## config.mk

```make
export PLATFORM = sky130hd
export DESIGN_NAME = fetch_unit_flat
export DESIGN_NICKNAME = d
export VERILOG_FILES = /design/src/rtl/fetch_unit_if.sv /design/src/rtl/fetch_unit.sv /design/src/flat_wrapper.sv
export SDC_FILE = /design/constraint.sdc
export NUM_CORES = 1
export LEC_CHECK = 0
export ABC_AREA = 1
export CAP_MARGIN = 20
export CELL_PAD_IN_SITES_DETAIL_PLACEMENT = 0
export CELL_PAD_IN_SITES_GLOBAL_PLACEMENT = 1
export CORE_AREA = 3 3 147 149
export DETAILED_ROUTE_END_ITERATION = 10
export DIE_AREA = 0 0 150 152
export MAX_ROUTING_LAYER = met4
export PLACE_DENSITY_LB_ADDON = 0.1
export SYNTH_ARGS = -nofsm -noshare
export SYNTH_HDL_FRONTEND = slang
export SYNTH_SLANG_ARGS = --single-unit
```

## constraint.sdc

```tcl
create_clock -name clk -period 5.3 [get_ports clk]
set_input_delay 1.59 -clock clk [delete_from_list [all_inputs] [get_ports clk]]
set_output_delay 1.59 -clock clk [all_outputs]
set_load 0.01 [all_outputs]
```

## src/rtl/fetch_unit_if.sv

```systemverilog
// Bundle of the fetch stage's memory-side and decoder-side signals.
// master = fetch unit, slave = instruction memory / decode / datapath side.
interface fetch_unit_if;
    logic        imem_req;
    logic [31:0] imem_addr;
    logic        imem_ready;
    logic [31:0] imem_rdata;
    logic [31:0] instr;
    logic [5:0]  opcode;
    logic        instr_valid;
    logic        decode_ready;
    logic [31:0] pc_plus4;
    logic        branch_taken;
    logic        jump;
    logic [31:0] retired_count;

    modport master (
        output imem_req, imem_addr,
        input  imem_ready, imem_rdata,
        output instr, opcode, instr_valid, pc_plus4, retired_count,
        input  decode_ready, branch_taken, jump
    );

    modport slave (
        input  imem_req, imem_addr,
        output imem_ready, imem_rdata,
        input  instr, opcode, instr_valid, pc_plus4, retired_count,
        output decode_ready, branch_taken, jump
    );
endinterface

```

## src/rtl/fetch_unit.sv

```systemverilog
// Instruction fetch stage: holds the PC, fetches one word at a time and hands it
// to the decoder, then picks the next PC from the branch/jump outcome on consume.
module fetch_unit #(
    parameter logic [31:0] RESET_PC = 32'h0000_0000
) (
    input logic          clk,
    input logic          reset,
    fetch_unit_if.master bus
);
    typedef enum logic {
        FETCH = 1'b0,
        VALID = 1'b1
    } state_t;

    localparam logic [31:0] RESET_PC_ALIGNED = {RESET_PC[31:2], 2'b00};

    state_t      state_reg, state_next;
    logic [31:0] pc_reg, pc_next;
    logic [31:0] instr_reg, instr_next;
    logic [31:0] count_reg, count_next;
    logic [31:0] pc_plus4;
    logic [31:0] branch_offset;
    logic [31:0] target_pc;

    assign pc_plus4      = pc_reg + 32'd4;
    assign branch_offset = {{14{instr_reg[15]}}, instr_reg[15:0], 2'b00};

    // Jump has priority over a taken branch.
    always_comb begin
        if (bus.jump) begin
            target_pc = {pc_plus4[31:28], instr_reg[25:0], 2'b00};
        end else if (bus.branch_taken) begin
            target_pc = pc_plus4 + branch_offset;
        end else begin
            target_pc = pc_plus4;
        end
    end

    always_ff @(posedge clk) begin
        if (reset) begin
            state_reg <= FETCH;
            pc_reg    <= RESET_PC_ALIGNED;
            instr_reg <= '0;
            count_reg <= '0;
        end else begin
            state_reg <= state_next;
            pc_reg    <= pc_next;
            instr_reg <= instr_next;
            count_reg <= count_next;
        end
    end

    always_comb begin
        state_next = state_reg;
        pc_next    = pc_reg;
        instr_next = instr_reg;
        count_next = count_reg;
        case (state_reg)
            FETCH: begin
                if (bus.imem_ready) begin
                    instr_next = bus.imem_rdata;
                    state_next = VALID;
                end
            end
            VALID: begin
                if (bus.decode_ready) begin
                    pc_next    = target_pc;
                    count_next = count_reg + 32'd1;
                    state_next = FETCH;
                end
            end
            default: state_next = FETCH;
        endcase
    end

    // Handshake outputs are held low while reset is asserted, whatever the state.
    always_comb begin
        bus.imem_req    = 1'b0;
        bus.instr_valid = 1'b0;
        if (!reset) begin
            case (state_reg)
                FETCH:   bus.imem_req    = 1'b1;
                VALID:   bus.instr_valid = 1'b1;
                default: bus.imem_req    = 1'b0;
            endcase
        end
    end

    assign bus.imem_addr     = pc_reg;
    assign bus.instr         = instr_reg;
    assign bus.opcode        = instr_reg[31:26];
    assign bus.pc_plus4      = pc_plus4;
    assign bus.retired_count = count_reg;
endmodule

```

## src/flat_wrapper.sv

```systemverilog
// flat-port wrapper written by rule: the top's interface ports become plain ports
module fetch_unit_flat 
#(
    parameter logic [31:0] RESET_PC = 32'h0000_0000
)
  (clk, reset, bus_imem_req, bus_imem_addr, bus_imem_ready, bus_imem_rdata, bus_instr, bus_opcode, bus_instr_valid, bus_pc_plus4, bus_retired_count, bus_decode_ready, bus_branch_taken, bus_jump);
  fetch_unit_if bus_i ();
  input logic clk;
  input logic reset;
  output wire logic [$bits(bus_i.imem_req)-1:0] bus_imem_req;
  output wire logic [$bits(bus_i.imem_addr)-1:0] bus_imem_addr;
  input wire logic [$bits(bus_i.imem_ready)-1:0] bus_imem_ready;
  input wire logic [$bits(bus_i.imem_rdata)-1:0] bus_imem_rdata;
  output wire logic [$bits(bus_i.instr)-1:0] bus_instr;
  output wire logic [$bits(bus_i.opcode)-1:0] bus_opcode;
  output wire logic [$bits(bus_i.instr_valid)-1:0] bus_instr_valid;
  output wire logic [$bits(bus_i.pc_plus4)-1:0] bus_pc_plus4;
  output wire logic [$bits(bus_i.retired_count)-1:0] bus_retired_count;
  input wire logic [$bits(bus_i.decode_ready)-1:0] bus_decode_ready;
  input wire logic [$bits(bus_i.branch_taken)-1:0] bus_branch_taken;
  input wire logic [$bits(bus_i.jump)-1:0] bus_jump;
  assign bus_imem_req = bus_i.imem_req;
  assign bus_imem_addr = bus_i.imem_addr;
  assign bus_i.imem_ready = bus_imem_ready;
  assign bus_i.imem_rdata = bus_imem_rdata;
  assign bus_instr = bus_i.instr;
  assign bus_opcode = bus_i.opcode;
  assign bus_instr_valid = bus_i.instr_valid;
  assign bus_pc_plus4 = bus_i.pc_plus4;
  assign bus_retired_count = bus_i.retired_count;
  assign bus_i.decode_ready = bus_decode_ready;
  assign bus_i.branch_taken = bus_branch_taken;
  assign bus_i.jump = bus_jump;
  fetch_unit #(.RESET_PC(RESET_PC)) u_core (.clk(clk), .reset(reset), .bus(bus_i));
endmodule
```

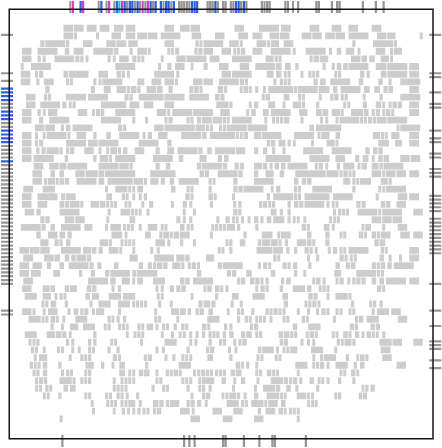
Figure 1: run 1, pin placement.
Pins as bars across the die edge, other pins in grey.
legend:
  bus_opcode:
    colour: magenta
    pins: 6
    direction: output
    edge: top
  bus_imem_rdata:
    colour: blue
    pins: 32
    direction: input
    edge: 20 top, 12 left
  bus_imem_ready:
    colour: cyan
    pins: 1
    direction: input
    edge: top

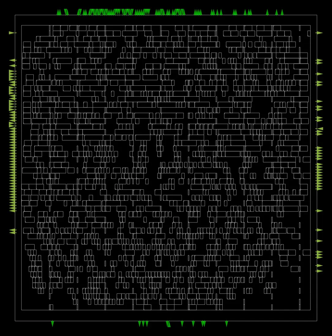
Figure 2: run 1, cell outlines without signal wires.
Fill cells: 2213
registers: 95
row count: 52

==> qor.csv, run 1 <==
stage;metric;value;unit
critical_path;WP buf/inv;2;
yosys;simple-gate share of the synthesized area;38.94;%
global_routing;global routing met3 resource utilization;3.873;%
floorplanning;Die Area;0.02280;mm²
yosys;chip area in the Yosys report;0.007541;mm²
floorplanning;die height;152;µm
critical_path;r2r endpoint;u_core.bus.imem_addr[15];
placed_design;DP HPWL;22710;µm
power;clk pwr;0.766;mW
yosys;register area share after synthesis;25.22;%
cts;CTS Buf Count;9;
yosys;Yosys top cell by instances;nand2_1;
final_timing;Final Skew;9.362;ps
floorplanning;# Taps;270;
drt;Iteration-0 DRC Markers;578;
yosys;EDFF count, synth;0;
power;Top Consumer;registers;
yosys;main flop type;dfxtp_1;
placed_design;dpl ws;841.0;ps
flow_run;count of tool warnings;32;
yosys;top cells by area;dfxtp_1, nand2_1, inv_1;
drt;top sig layer;met4;
layout;number of antenna diodes;0;
yosys;aoi share;13.72;%
power;Static Leak;4.417;nW
power;clock group share of total power;37.0;%
critical_path;Worst path depth;3;
final_timing;Worst Hold Slack;523.9;ps
drt;via count;8435;
floorplanning;Die Width;150;µm
power;Comb pwr share;24.0;%
drt;post-DR wirelength/cell;16.86;µm
layout;logic area;0.004768;mm²
final_timing;highest clock rate;224.5;MHz
cts;Clock transition at path regs;70;ps
global_routing;GR Util met2;37.25;%
floorplanning;I/O pin total;174;
layout;Clock-cell share;3.509;%
critical_path;critical path cell sequence;clkdlybuf4s50_1, nor2_1, clkdlybuf4s50_1;
layout;Reg area;0.001902;mm²
layout;area delta synth->final;30.03;%
global_routing;gr usage total;24.99;%
power;P per Cell Area;210.9;mW/mm²
run_status;status;complete, no violations;
final_timing;unrepaired setup endpoints after global routing;false;
critical_path;CP endpoint;bus_instr_valid;
critical_path;required time worst endpoint;3710;ps
yosys;cell taking the most area after synthesis;dfxtp_1;
layout;Comb area share;48.63;%
final_timing;Final Max Slew Viols;0;
cts;CTS H-Tree Depth;3;
global_routing;met1 GRT Util;35.88;%
layout;dominant logic cell types in the final layout;nand2_1, inv_1, nor2_1;
yosys;Cell Type Count;46;
layout;Clock Buffer Count;10;
critical_path;CP max-delay cell;clkdlybuf4s50_1;
critical_path;Setup CP Type;in2out;
critical_path;CP max stage delay;560;ps
global_routing;largest net degree at the start of global routing;38;
global_routing;first-pass GRT wire length;43750;µm
hold_path;Min-Delay Path Class;reg2reg;
layout;final net count;1495;
critical_path;most frequent CP cell;clkdlybuf4s50_1;
power;Peak VDD IR;147.7;µV
layout;bufs w/o clock;179;
hold_path;worst hold endpoint;u_core.bus.retired_count[3];
layout;sequential share of cell area;19.40;%
placed_design;number of port buffers;169;
critical_path;CP delay by family, top;buffers and inverters;
critical_path;Startpoint Class;primary input;
critical_path;crit path DAT;2860;ps
drt;met3 wire len;2023;µm
final_timing;Setup WS post-layout;845.4;ps
cts;CTS resizes;0;
global_routing;gr ovfl total;0;
drt;ANT nets after route;0;
cts;CTS Hold Bufs;0;
yosys;Synth mux share;0;%
yosys;yosys adder share;6.405;%
drt;drt first pass iters;5;
layout;Non-Filler Instances;1694;
cts;clk latency late pin;340;ps
yosys;Max-area cell share;25.22;%
flow_run;Max-Cap Viols;0;
drt;DR vias/cell;4.979;
critical_path;CP Launch Point;reset;
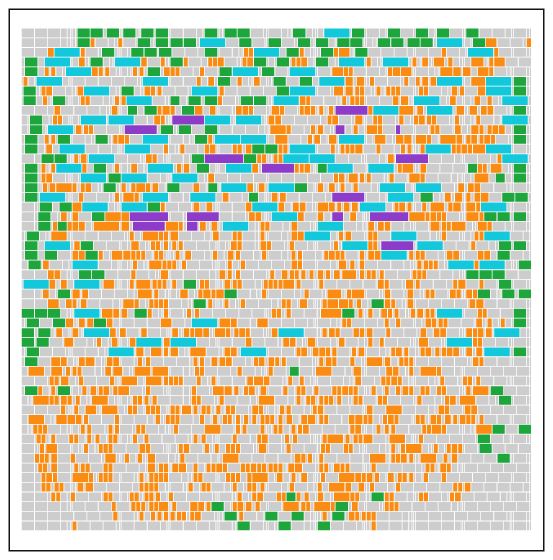
Figure 3: run 1, cell classes on the final placement.
Fill, decap, tap and diode cells in grey.
legend:
  registers:
    colour: cyan
    cells: 95
  remaining buffers and delay cells:
    colour: green
    cells: 179
  clock drivers and dummy loads:
    colour: purple
    cells: 16
  remaining logic cells:
    colour: orange
    cells: 1134
cell area after layout: 0.009806 mm²
core area: 0.02030 mm²

==> inputs of run 2 (changes only) <==
--- a/config.mk
+++ b/config.mk
@@ -9,9 +9,9 @@
 export CAP_MARGIN = 20
 export CELL_PAD_IN_SITES_DETAIL_PLACEMENT = 0
 export CELL_PAD_IN_SITES_GLOBAL_PLACEMENT = 1
-export CORE_AREA = 3 3 147 149
+export CORE_AREA = 3 3 160 162
 export DETAILED_ROUTE_END_ITERATION = 10
-export DIE_AREA = 0 0 150 152
+export DIE_AREA = 0 0 163 165
 export MAX_ROUTING_LAYER = met4
 export PLACE_DENSITY_LB_ADDON = 0.1
 export SYNTH_ARGS = -nofsm -noshare
==> constraint.sdc (replaced) <==
create_clock -name clk -period 3.9 [get_ports clk]
set_input_delay 1.17 -clock clk [delete_from_list [all_inputs] [get_ports clk]]
set_output_delay 1.17 -clock clk [all_outputs]
set_load 0.01 [all_outputs]
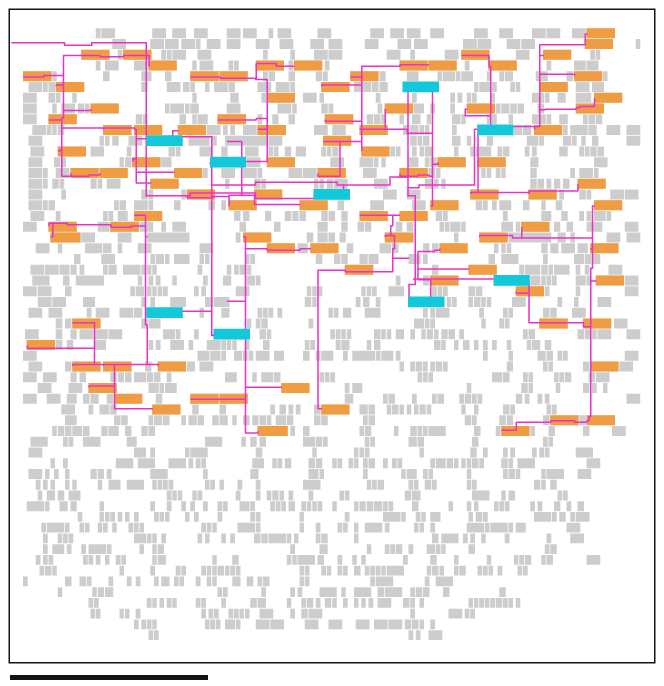
Figure 4: run 2, routed clock nets over the placement.
Scale bar: 50 µm.
legend:
  clock-net drivers:
    colour: cyan
    count: 9
  flip-flops:
    colour: orange
    count: 95
  clock wires:
    colour: magenta
    length: 1490 µm
routed clock nets: 10
clock group share of total power: 37.2%
clk latency late pin: 360 ps
clk pwr: 1.05 mW

==> run 2 against run 1 <==
Clock power increased by 37%. Register-to-register slack lost 1300 ps. Global-route usage is 2.4 points lower. Sequential share of layout area fell by 0.27 points. Worst hold slack got worse by 13 ps. Critical endpoint is now bus_pc_plus4[14]. Largest power group unchanged.
==> qor.csv, run 2 <==
stage;metric;value;unit
yosys;Cell Type Count;46;
critical_path;CP delay by family, top;buffers and inverters;
global_routing;first-pass GRT wire length;45460;µm
critical_path;Worst path depth;7;
yosys;simple-gate share of the synthesized area;38.94;%
global_routing;gr usage total;22.57;%
hold_path;worst hold endpoint;u_core.bus.retired_count[3];
drt;post-DR wirelength/cell;17.17;µm
run_status;status;complete, no violations;
critical_path;required time worst endpoint;2730;ps
layout;Clock-cell share;3.455;%
cts;Clock transition at path regs;80;ps
floorplanning;die height;165;µm
critical_path;Startpoint Class;flip-flop;
layout;cell area after layout;0.009958;mm²
layout;dominant logic cell types in the final layout;nand2_1, inv_1, nor2_1;
critical_path;CP max-delay cell;clkdlybuf4s50_1;
global_routing;gr ovfl total;0;
global_routing;global routing met3 resource utilization;4.063;%
placed_design;number of port buffers;169;
drt;top sig layer;met4;
drt;Iteration-0 DRC Markers;608;
power;Comb pwr share;24.1;%
floorplanning;I/O pin total;174;
yosys;chip area in the Yosys report;0.007541;mm²
critical_path;CP endpoint;bus_pc_plus4[14];
power;Static Leak;4.472;nW
layout;bufs w/o clock;188;
final_timing;Worst Hold Slack;510.7;ps
drt;drt first pass iters;7;
floorplanning;row count;57;
global_routing;met1 GRT Util;30.52;%
layout;registers;95;
yosys;aoi share;13.72;%
yosys;Max-area cell share;25.22;%
layout;Comb area share;47.96;%
critical_path;critical path cell sequence;ha_1, nand2_1, inv_1, nand2_1, nor2_2, xor2_1, clkdlybuf4s50_1;
placed_design;DP HPWL;24470;µm
power;Peak VDD IR;204.1;µV
drt;DR vias/cell;4.771;
placed_design;dpl ws;173.5;ps
layout;area delta synth->final;32.06;%
cts;CTS resizes;0;
yosys;cell taking the most area after synthesis;dfxtp_1;
yosys;main flop type;dfxtp_1;
final_timing;unrepaired setup endpoints after global routing;false;
cts;CTS H-Tree Depth;3;
floorplanning;core area;0.02425;mm²
==> inputs of run 3 (changes only) <==
--- a/config.mk
+++ b/config.mk
@@ -14,6 +14,7 @@
 export DIE_AREA = 0 0 163 165
 export MAX_ROUTING_LAYER = met4
 export PLACE_DENSITY_LB_ADDON = 0.1
+export RECOVER_POWER = 100
 export SYNTH_ARGS = -nofsm -noshare
 export SYNTH_HDL_FRONTEND = slang
 export SYNTH_SLANG_ARGS = --single-unit
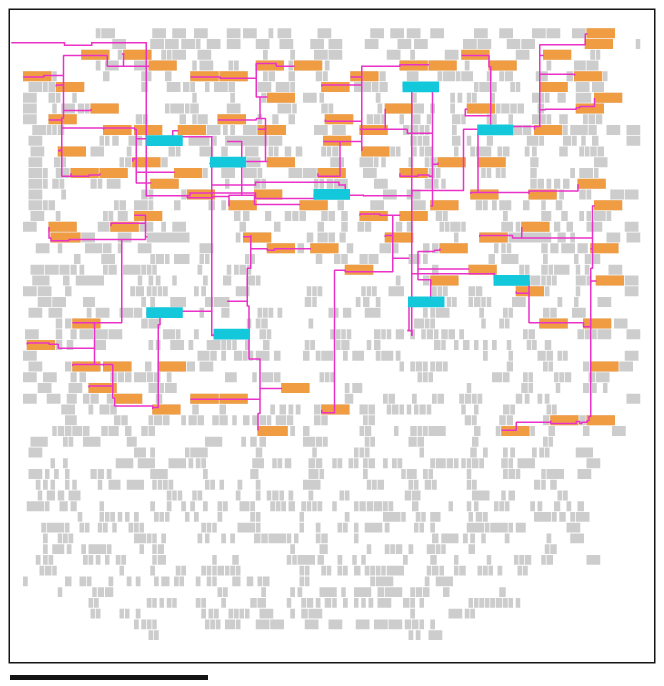
Figure 5: run 3, routed clock nets over the placement.
Scale bar: 50 µm.
legend:
  clock-net drivers:
    colour: cyan
    count: 9
  clock wires:
    colour: magenta
    length: 1530 µm
  flip-flops:
    colour: orange
    count: 95
routed clock nets: 10
Final Skew: 13.53 ps
clk pwr: 1.06 mW
clock group share of total power: 37.7%

==> run 3 against run 2 <==
Area after synthesis unchanged. Synthesized cell count unchanged. Fmax fell by 0.34%. Register-to-register slack barely moved. Setup slack got worse by 13 ps. Critical path depth unchanged. Final cell count did not move. Via count is 0.20% lower. Combinational power is 4.0% lower. Total power down 0.90%. Largest cell class unchanged. Largest power group unchanged.
==> qor.csv, run 3 <==
stage;metric;value;unit
critical_path;required time worst endpoint;2730;ps
global_routing;global routing met3 resource utilization;4.063;%
critical_path;WP buf/inv;2;
critical_path;CP max stage delay;630;ps
power;Comb pwr share;23.4;%
floorplanning;# Taps;324;
layout;final net count;1504;
flow_run;Max-Cap Viols;0;
yosys;aoi share;13.72;%
drt;WL met2;13910;µm
yosys;yosys adder share;6.405;%
global_routing;gr usage total;22.57;%
cts;CTS Buf Count;9;
final_timing;Final Max Slew Viols;0;
placed_design;post-placement cell count;1740;
power;Static Leak;4.782;nW
power;P per Cell Area;283.2;mW/mm²
final_timing;Worst Hold Slack;505.1;ps
yosys;chip area in the Yosys report;0.007541;mm²
global_routing;met1 GRT Util;30.52;%
yosys;cell taking the most area after synthesis;dfxtp_1;
drt;DR vias/cell;4.761;
critical_path;CP delay by family, top;buffers and inverters;
final_timing;highest clock rate;262.4;MHz
final_timing;Setup WS post-layout;88.43;ps
critical_path;CP Launch Point;u_core.bus.imem_addr[3];
layout;dominant logic cell types in the final layout;nand2_1, inv_1, nor2_1;
critical_path;most frequent CP cell;nand2_1;
layout;Reg area;0.001904;mm²
cts;clk latency late pin;360;ps
hold_path;worst hold endpoint;u_core.bus.retired_count[3];
critical_path;Startpoint Class;flip-flop;
run_status;status;complete, no violations;
yosys;Cell Type Count;46;
global_routing;GR Util met2;36.23;%
drt;ANT nets after route;0;
yosys;EDFF count, synth;0;
floorplanning;Die Area;0.02690;mm²
drt;top sig layer;met4;
drt;met3 wire len;1747;µm
global_routing;gr ovfl total;0;
yosys;Syn Std Cell Area;0.007541;mm²
yosys;Synth mux share;0;%
placed_design;number of port buffers;169;
critical_path;Setup CP Type;reg2out;
floorplanning;die height;165;µm
layout;bufs w/o clock;188;
critical_path;CP max-delay cell;clkdlybuf4s50_1;
layout;Comb area share;47.96;%
layout;cell area after layout;0.009916;mm²
yosys;Top logic family;simple AND/OR/NAND/NOR gates;
critical_path;CP endpoint;bus_pc_plus4[14];
layout;sequential share of cell area;19.21;%
drt;post-DR wirelength/cell;17.19;µm
cts;CTS H-Tree Depth;3;
cts;CTS resizes;0;
cts;CTS Hold Bufs;0;
power;Top Consumer;registers;
floorplanning;row count;57;
yosys;register area share after synthesis;25.22;%
layout;Non-Filler Instances;1757;
yosys;main flop type;dfxtp_1;
yosys;simple-gate share of the synthesized area;38.94;%
flow_run;count of tool warnings;32;
floorplanning;I/O pin total;174;
floorplanning;Die Width;163;µm
drt;Iteration-0 DRC Markers;553;
power;Peak VDD IR;204.3;µV
cts;Clock transition at path regs;80;ps
yosys;Yosys top cell by instances;nand2_1;
yosys;Max-area cell share;25.22;%
global_routing;first-pass GRT wire length;45460;µm
drt;via count;8365;
drt;WL met1;14270;µm
critical_path;critical path cell sequence;ha_1, nand2_1, inv_1, nand2_1, nor2_2, xor2_1, clkdlybuf4s50_1;
yosys;top cells by area;dfxtp_1, nand2_1, inv_1;
placed_design;DP HPWL;24470;µm
placed_design;dpl ws;173.5;ps
layout;area delta synth->final;31.49;%
layout;Clock Buffer Count;10;
critical_path;crit path DAT;2640;ps
critical_path;CP Capture Type;output port;
global_routing;largest net degree at the start of global routing;38;
critical_path;Worst path depth;7;
hold_path;Min-Delay Path Class;reg2reg;
final_timing;unrepaired setup endpoints after global routing;false;
yosys;#FFs+latches synth;95;
drt;drt first pass iters;5;
layout;logic area;0.004756;mm²
floorplanning;core area;0.02425;mm²
No activity file was given, so power comes from the tool's default toggle rates.
